## src/rtl/truth_table_sweeper.sv

```systemverilog
// truth_table_sweeper: drives the 16 input vectors of a 4-input boolean block
// in order ({x,y,w,z} = index, x is the MSB). It samples s_in once per vector
// after SETTLE cycles, collects the truth table and reports how it differs
// from EXPECTED.
module truth_table_sweeper #(
  parameter logic [15:0] EXPECTED = 16'h77B0,
  parameter int          SETTLE   = 1
) (
  input  logic        clk,
  input  logic        rst_n,
  input  logic        start,
  input  logic        s_in,
  output logic        x,
  output logic        y,
  output logic        w,
  output logic        z,
  output logic        busy,
  output logic        done,
  output logic        pass,
  output logic [15:0] table_out,
  output logic [4:0]  mismatch_cnt,
  output logic [3:0]  first_fail,
  output logic        fail_valid
);

  typedef enum logic [1:0] {IDLE, DRIVE, SAMPLE, DONE} state_t;

  localparam logic [3:0] SETTLE_LAST = 4'(SETTLE - 1);

  state_t     state;
  logic [3:0] idx;
  logic [3:0] wait_cnt;
  logic [3:0] stim;

  // Mismatch of the vector being sampled and the count that results from it.
  logic       miss;
  logic [4:0] cnt_next;

  // Adds a single mismatch to the running count.
  function automatic logic [4:0] count_step(input logic [4:0] cnt, input logic hit);
    count_step = cnt + {4'd0, hit};
  endfunction

  assign miss     = (s_in != EXPECTED[idx]);
  assign cnt_next = count_step(mismatch_cnt, miss);

  assign {x, y, w, z} = stim;

  // Sweep controller: all outputs are registered; results hold until the next accepted start.
  always_ff @(posedge clk or negedge rst_n) begin
    if (!rst_n) begin
      state        <= IDLE;
      idx          <= 4'd0;
      wait_cnt     <= 4'd0;
      stim         <= 4'd0;
      busy         <= 1'b0;
      done         <= 1'b0;
      pass         <= 1'b0;
      table_out    <= 16'd0;
      mismatch_cnt <= 5'd0;
      first_fail   <= 4'd0;
      fail_valid   <= 1'b0;
    end else begin
      case (state)
        IDLE: begin
          done <= 1'b0;
          stim <= 4'd0;
          if (start) begin
            table_out    <= 16'd0;
            mismatch_cnt <= 5'd0;
            first_fail   <= 4'd0;
            fail_valid   <= 1'b0;
            pass         <= 1'b0;
            idx          <= 4'd0;
            wait_cnt     <= 4'd0;
            busy         <= 1'b1;
            state        <= DRIVE;
          end
        end

        DRIVE: begin
          // Hold the vector for SETTLE edges before sampling.
          if (wait_cnt == SETTLE_LAST) begin
            wait_cnt <= 4'd0;
            state    <= SAMPLE;
          end else begin
            wait_cnt <= wait_cnt + 4'd1;
          end
        end

        SAMPLE: begin
          table_out[idx] <= s_in;
          mismatch_cnt   <= cnt_next;
          // Only the first mismatch of a sweep records its index.
          if (miss && !fail_valid) begin
            first_fail <= idx;
            fail_valid <= 1'b1;
          end
          if (idx == 4'd15) begin
            // pass must include the verdict on the final vector.
            pass  <= (cnt_next == 5'd0);
            done  <= 1'b1;
            busy  <= 1'b0;
            stim  <= 4'd0;
            state <= DONE;
          end else begin
            idx   <= idx + 4'd1;
            stim  <= idx + 4'd1;
            state <= DRIVE;
          end
        end

        DONE: begin
          // start here is deliberately ignored; it is only honoured in IDLE.
          done  <= 1'b0;
          stim  <= 4'd0;
          state <= IDLE;
        end

        default: begin
          state <= IDLE;
        end
      endcase
    end
  end

endmodule
```

## config.mk

```make
export PLATFORM = sky130hd
export DESIGN_NAME = truth_table_sweeper
export DESIGN_NICKNAME = d
export VERILOG_FILES = /design/src/rtl/truth_table_sweeper.sv
export SDC_FILE = /design/constraint.sdc
export NUM_CORES = 1
export LEC_CHECK = 0
export CELL_PAD_IN_SITES_DETAIL_PLACEMENT = 1
export CELL_PAD_IN_SITES_GLOBAL_PLACEMENT = 2
export CORE_MARGIN = 2
export CORE_UTILIZATION = 41
export CTS_CLUSTER_SIZE = 14
export DETAILED_ROUTE_END_ITERATION = 16
export DONT_BUFFER_PORTS = 1
export GPL_TIMING_DRIVEN = 0
export MAX_ROUTING_LAYER = met4
export PLACE_DENSITY_LB_ADDON = 0.15
export SLEW_MARGIN = 10
export SYNTH_ARGS = -nofsm -noshare
export SYNTH_HDL_FRONTEND = slang
export SYNTH_SLANG_ARGS = --single-unit
```

## constraint.sdc

```tcl
create_clock -name clk -period 8.1 [get_ports clk]
set_clock_uncertainty 0.15 [all_clocks]
set_input_delay 1.62 -clock clk [delete_from_list [all_inputs] [get_ports clk]]
set_output_delay 1.62 -clock clk [all_outputs]
set_load 0.05 [all_outputs]
```

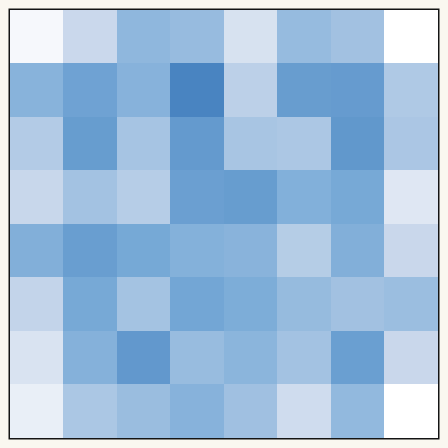
(images/cell_density.png)
8 x 8 tiles, from white (low) to dark blue (high), 0 to 100% covered.
densest ninth of the die: middle
mean over tiles: 39%
fullest tile: 66%
nearly empty tiles: 3.1%

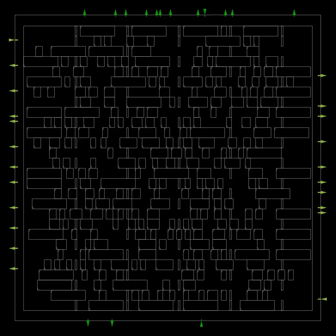
(images/placement.png)
tapcell count: 75
flip-flops: 43
fill count: 702

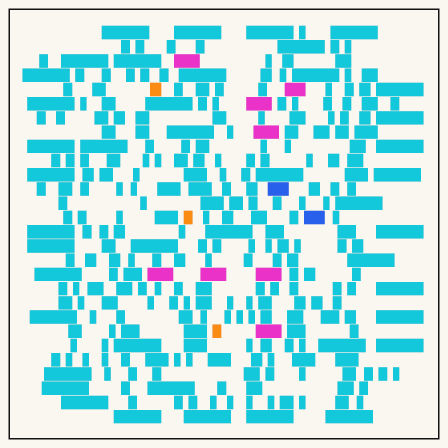
(images/sizes.png)
legend:
  cyan:
    size: _0 and _1 cells
    cells: 275
    share: 95%
    most_used: o21ai_0
  blue:
    size: _3 and _4 cells
    cells: 2
    share: 0.69%
  orange:
    size: _2 cells
    cells: 3
    share: 1.0%
  magenta:
    size: _6 and larger
    cells: 8
    share: 2.8%
    most_used: clkbuf_8

==> results.txt <==
fresh numbers from the pnr run: status=completed, Critical Path Sink Type=flop, cell row count=28, Mean Syn Cell Area=8.87 um^2, clock share of power=15.6%, final number of setup-violating endpoints=0, Yosys Instances=280, most frequent logic cells in the routed design=o21ai_0, dfrtp_1, nand2_1, a21oi_1, a21boi_0, Cell Type Count=42, routability cong.=0.822, post-layout period usage=between 40% and 50%, most numerous logic cell after layout=o21ai_0, Synth top cell by count=o21ai_0, sequential power=0.000429 W, Largest regs=table_out: 16 flops, mismatch_cnt: 5 flops, Max rail drop VDD=0.000141 V, Synthesized registers=43, Logic pwr share=between 40 and 50%, clk_buf instances=8, crit path cell chain=or3_4 -> and2_1 -> ha_1 -> ha_1 -> xor2_1 -> or4_1 -> o31ai_1 -> a22o_1, pre-CTS WS=4320 ps, Crit path top cell by count=ha_1, Adder Area Share=6.55%, CP max stage cell=or4_1, DP Area=around 2600 um^2, clk root buf=clkbuf_8, worst setup path endpoint=pass$_DFFE_PN0P_, Top non-seq family=AND-OR/OR-AND gates, Comb area share=48.3%, Tmin final=3470 ps, PortBufs=0, ClkCell Share=3.74%, total CTS buffers=5, total setup buffers inserted after CTS=0, DP Cell Count=355, final worst setup slack=between 4000 and 5000 ps, initial antenna violation count=0, grt ovf=0, arrival time worst endpoint=3550 ps, Ys Warns=0, MI comb area=about 1300 um^2, fin cells=363, Log Warnings=34, max incr delay on CP=420 ps, WHS Path Cells=1, worst r2r src=idx[0]$_DFFE_PN0P_, first-pass GRT wire length=11100 um, # nets final=304, max_cap viols=0, DR iter-0 viols=roughly 74, vias in the first global route=2105, grt met1 use=about 31%, Tightest Hold Check Type=flop to flop, GRT Max-Usage Layer=met2, Req. time, crit path=slightly above 8000 ps, Combinational Power=approximately 0.00040 W, routed wl met3=between 300 and 400 um, post-synthesis instance total=approximately 280, Vias=2066, YS chip area=2480 um^2, signal buffers share of area=2.76%, Switch Pwr=0.000501 W, area fraction in xor and xnor cells=2.47%, met2 usage=33.5%, area leader, netlist=dfrtp_1, met1 WL=3300 um, cts hold-fix bufs=0, fin area=2680 um^2, Clock Power=0.000153 W, CTS clk-pin slew, worst paths=80 ps, total negative slack=0 ps, Sw Share=between 50% and 60%, chip area=6700 um^2, Avg WL per Cell=18.5 um, Die Width=81.8 um, pwr/cell area=366 nW/um^2, post-CTS sizing=0, core box area=5890 um^2, top cells by count, synth=o21ai_0, dfrtp_1, nand2_1, Critical path origin=s_in, worst hold margin=394 ps, # diodes=0, Reg with most FFs=table_out, Antenna Nets Post-Route=0
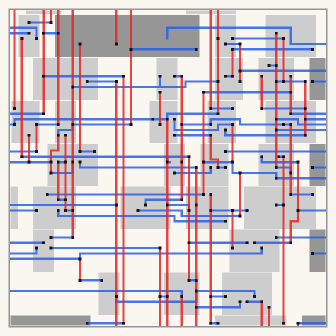
(images/detail.png)
Window x 51 to 71, y 51 to 71 um. Cells in grey, sequential cells in the stronger grey; small squares are vias.
legend:
  blue:
    layer: metal 1
  red:
    layer: metal 2
most frequent: nand2_1 (5), o21ai_0 (3), a22o_1 (3)
netlist names of flops here include: pass (1)
sequential cells in the window: 1
cells with their middle in the window: 26

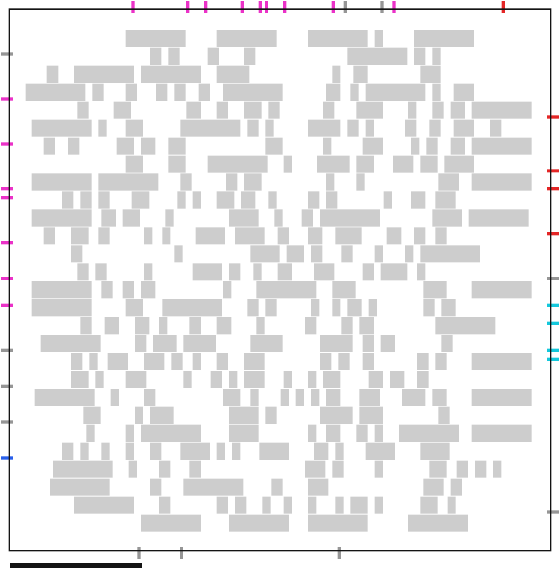
(images/io_placement.png)
The bar under the picture is 20 um long. Pins as bars across the die edge, other pins in grey.
legend:
  blue:
    port: w
    pins: 1
    direction: output
    edge: left
  cyan:
    port: first_fail
    pins: 4
    direction: output
    edge: right
  red:
    port: mismatch_cnt
    pins: 5
    direction: output
    edge: 4 right, 1 top
  magenta:
    port: table_out
    pins: 16
    direction: output
    edge: 9 top, 7 left

Power figures rest on the tool's default switching activity, not on a simulated workload.
